Fig. 1: placed standard cells
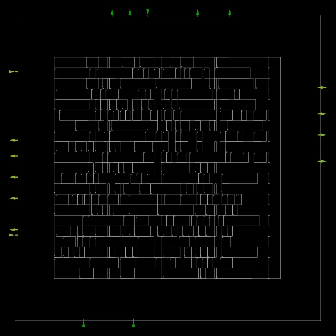
Fig. 2: metal 3
Scale bar: 20 microns.
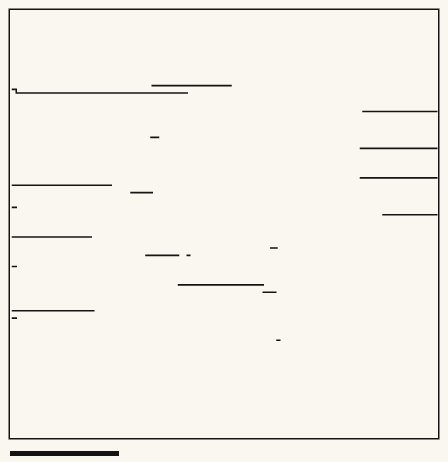
Fig. 3: cells by drive strength
Scale bar: 20 microns.
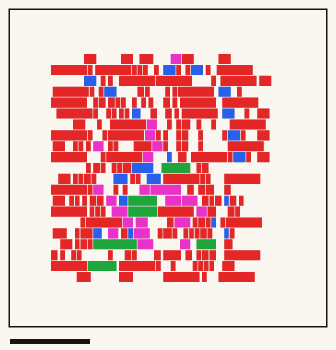
Fig. 4: ports around the boundary
Scale bar: 20 microns. Pins as bars across the die edge, other pins in grey.
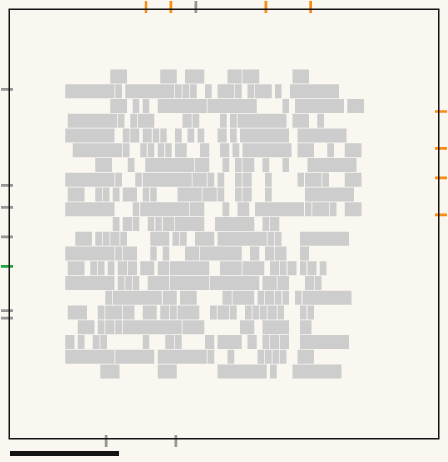
Fig. 5: signal wires by layer
Scale bar: 20 microns.
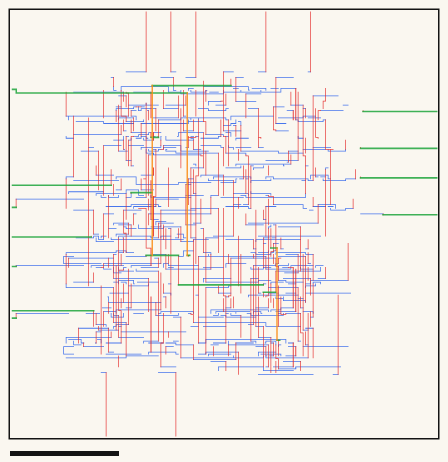
File: src/rtl/mux_scan_capture.sv
// mux_scan_capture: drives the selects of an external 8:1 mux, holds each
// channel for DWELL cycles, samples the mux output on the last dwell cycle
// and presents the assembled 8-bit word on a valid/ready handshake.
// Optional build macro MAJORITY_VOTE_EN: take three samples per channel
// (dwell DWELL-3, DWELL-2, DWELL-1) and store their majority.
module mux_scan_capture #(
  parameter int DWELL = 4
) (
  input  logic       clk,
  input  logic       rst_n,
  input  logic       start,
  input  logic       mux_out,
  output logic       S0,
  output logic       S1,
  output logic       S2,
  output logic [7:0] word,
  output logic       valid,
  input  logic       ready,
  output logic       busy
);

  typedef enum logic [1:0] {
    ST_IDLE = 2'd0,
    ST_SCAN = 2'd1,
    ST_HOLD = 2'd2
  } state_t;

  localparam logic [7:0] LP_LAST = 8'(DWELL - 1);

  state_t     r_state;
  logic [2:0] r_chan;
  logic [7:0] r_dwell;
  logic [6:0] r_asm;
  logic [2:0] r_sel;
  logic [7:0] r_word;
  logic       r_valid;
  logic       r_busy;
  logic       w_bit;

`ifdef MAJORITY_VOTE_EN
  // The filter needs three distinct dwell cycles per channel.
  if (DWELL < 3 || DWELL > 255) begin : g_bad_dwell
    $error("mux_scan_capture: DWELL must be 3..255 with MAJORITY_VOTE_EN");
  end

  localparam logic [7:0] LP_SAMP_A = 8'(DWELL - 3);
  localparam logic [7:0] LP_SAMP_B = 8'(DWELL - 2);

  logic r_samp_a;
  logic r_samp_b;

  function automatic logic maj3(input logic a, input logic b, input logic c);
    return (a & b) | (a & c) | (b & c);
  endfunction

  // Capture the two early samples of the current channel for the vote.
  always_ff @(posedge clk or negedge rst_n) begin
    if (!rst_n) begin
      r_samp_a <= 1'b0;
      r_samp_b <= 1'b0;
    end else if (r_state == ST_SCAN) begin
      if (r_dwell == LP_SAMP_A) r_samp_a <= mux_out;
      if (r_dwell == LP_SAMP_B) r_samp_b <= mux_out;
    end
  end

  assign w_bit = maj3(r_samp_a, r_samp_b, mux_out);
`else
  if (DWELL < 1 || DWELL > 255) begin : g_bad_dwell
    $error("mux_scan_capture: DWELL must be 1..255");
  end

  assign w_bit = mux_out;
`endif

  // Scan sequencer: channel/dwell counting, bit assembly and word handshake.
  always_ff @(posedge clk or negedge rst_n) begin
    if (!rst_n) begin
      r_state <= ST_IDLE;
      r_chan  <= 3'd0;
      r_dwell <= 8'd0;
      r_asm   <= 7'd0;
      r_sel   <= 3'd0;
      r_word  <= 8'h00;
      r_valid <= 1'b0;
      r_busy  <= 1'b0;
    end else begin
      case (r_state)
        ST_IDLE: begin
          if (start) begin
            r_state <= ST_SCAN;
            r_chan  <= 3'd0;
            r_dwell <= 8'd0;
            r_sel   <= 3'd0;
            r_busy  <= 1'b1;
          end
        end
        ST_SCAN: begin
          if (r_dwell == LP_LAST) begin
            r_dwell <= 8'd0;
            if (r_chan == 3'd7) begin
              // Last channel's bit goes straight into the word, skipping r_asm.
              r_word  <= {w_bit, r_asm};
              r_valid <= 1'b1;
              r_busy  <= 1'b0;
              r_sel   <= 3'd0;
              r_state <= ST_HOLD;
            end else begin
              r_asm[r_chan] <= w_bit;
              r_chan        <= r_chan + 3'd1;
              r_sel         <= r_chan + 3'd1;
            end
          end else begin
            r_dwell <= r_dwell + 8'd1;
          end
        end
        ST_HOLD: begin
          if (ready) begin
            r_valid <= 1'b0;
            if (start) begin
              // Back-to-back scan straight from the handshake cycle.
              r_state <= ST_SCAN;
              r_chan  <= 3'd0;
              r_dwell <= 8'd0;
              r_sel   <= 3'd0;
              r_busy  <= 1'b1;
            end else begin
              r_state <= ST_IDLE;
            end
          end
        end
        default: begin
          r_state <= ST_IDLE;
          r_valid <= 1'b0;
          r_busy  <= 1'b0;
          r_sel   <= 3'd0;
        end
      endcase
    end
  end

  assign S0    = r_sel[0];
  assign S1    = r_sel[1];
  assign S2    = r_sel[2];
  assign word  = r_word;
  assign valid = r_valid;
  assign busy  = r_busy;

endmodule

File: config.mk
export PLATFORM = sky130hd
export DESIGN_NAME = mux_scan_capture
export DESIGN_NICKNAME = d
export VERILOG_FILES = /design/src/rtl/mux_scan_capture.sv
export SDC_FILE = /design/constraint.sdc
export NUM_CORES = 1
export LEC_CHECK = 0
export ABC_AREA = 1
export CAP_MARGIN = 5
export CORE_MARGIN = 10
export CORE_UTILIZATION = 50
export CTS_CLUSTER_SIZE = 8
export DETAILED_ROUTE_END_ITERATION = 8
export HOLD_SLACK_MARGIN = 0.03
export PLACE_DENSITY = 0.72
export SLEW_MARGIN = 20
export SYNTH_ARGS = -nofsm -noshare
export SYNTH_HDL_FRONTEND = slang
export SYNTH_SLANG_ARGS = --single-unit
File: constraint.sdc
create_clock -name clk -period 1.6 [get_ports clk]
set_input_delay 0.4 -clock clk [delete_from_list [all_inputs] [get_ports clk]]
set_output_delay 0.4 -clock clk [all_outputs]
set_load 0.03 [all_outputs]
==> impl_metrics.json <==
{
  "cpMaxStageDelayCell": "dlygate4sd2_1",
  "path_cells": "dlygate4sd2_1",
  "yosysChipArea_sq_um": 1730,
  "gp_congestion": 0.799,
  "grt.met2_usage": 0.184,
  "fin_crit_ns": 1.51,
  "drt_pass1_iterations": 4,
  "post_cts.repair.setup_buffers": 0,
  "clock_latency_ns": 0.34,
  "nets": 251,
  "final_common_cell": "nand2_1",
  "synth_cell_types": 26,
  "grt_max_degree": 34,
  "cts_buffer_depth": 2,
  "finalPower_mw": 2.68,
  "largest_area_cell": "dfrtp_1",
  "grt-ovfl-total": 0,
  "r2r-end": "r_asm[3]",
  "rsz0062_at_grt": "false",
  "syn_avg_cell_area_sq_um": 8.26,
  "grt_pass1_vias": 1369,
  "synth.cellmix.xorXnorShare": 0.00505,
  "status": "finished, final reports clean",
  "dp_cells": 282,
  "final_layout_top_logic_cells": "nand2_1 (72), dfrtp_1 (33), inv_1 (24), nand3_1 (18), dlygate4sd2_1 (13)",
  "top_area_frac": 0.476,
  "ir_drop_uv": 823,
  "skew_ns": 0.0114,
  "worst_setup_path_end_kind": "primary output",
  "crit_arrival_ns": 1.11,
  "pin_count": 18,
  "rrSetupSlack_ns": 0.13,
  "setup_tns_ns": 0,
  "period_used_share": 0.945,
  "cp-endpoint": "busy",
  "synth.yosys.seq_area_share": 0.476,
  "placed_area_sq_um": 2070,
  "cts_max_level": 2,
  "ff_type": "dfrtp_1",
  "r2r_cells": 8
}
-- Fig. 1 (at the start) --
Tap Count: 46
Core ar.: 3340 sq um
Non-Filler Instances: 290
Seq area share: 0.386

-- Fig. 2 (at the start) --
share of all routed wire = 5.5%
nets with wire on the layer = 15
main direction = horizontal
wire length on this layer = 179 microns
Routed WL: 3.25 mm
vias: 1402
met3 GRT Util: 0.0428

-- Fig. 3 (at the start) --
red -> _0 and _1 cells  # cells 198, most used nand2_1
green -> _6 and larger  # cells 6, most used buf_12
magenta -> _3 and _4 cells  # cells 21, most used buf_4
blue -> _2 cells  # cells 19, most used o21ai_2
Area Overhead vs Synth: 23.3%
bufs w/o clock: 28
final instance area: 2140 sq um
worst setup margin: 0.0881 ns

-- Fig. 4 (at the start) --
green -> valid  # pins 1, direction output, edge west
orange -> word  # pins 8, direction output, edge 4 east, 4 north
all pins by edge = 7 west, 5 north, 4 east, 2 south
die width: 78.9 microns
Chip Height: 78.9 microns

-- Fig. 5 (at the start) --
green -> metal 3  # wire length 179 microns
red -> metal 2  # wire length 1420 microns
blue -> metal 1  # wire length 1570 microns
orange -> metal 4  # wire length 78.2 microns
wire per inst: 11.2 microns
GRT Total Usage: 0.115

## registers in the layout, indices dropped and copies added, names as in the netlist
signal,flops
r_dwell,8
r_asm,7
r_chan,3
valid,1
word,8
busy,1
r_state,2
r_sel,3
## power breakdown
part           leakage [nW]  switching [mW]  internal, mW
sequential            0.392           0.156          1.02
clock                0.0455           0.287         0.373
combinational         0.750           0.524         0.320
total                  1.19           0.967          1.71
## cell type report
class                      count  area, sq um  area share
inverter                      30          118      0.0550
multi-input combinational    145          778       0.364
timing repair buffer          28          274       0.128
tap                           46         57.6      0.0269
sequential                    33          826       0.386
clock inverter                 1         30.0      0.0140
clock buffer                   7         55.1      0.0257
No activity file was given, so power comes from the tool's default toggle rates.
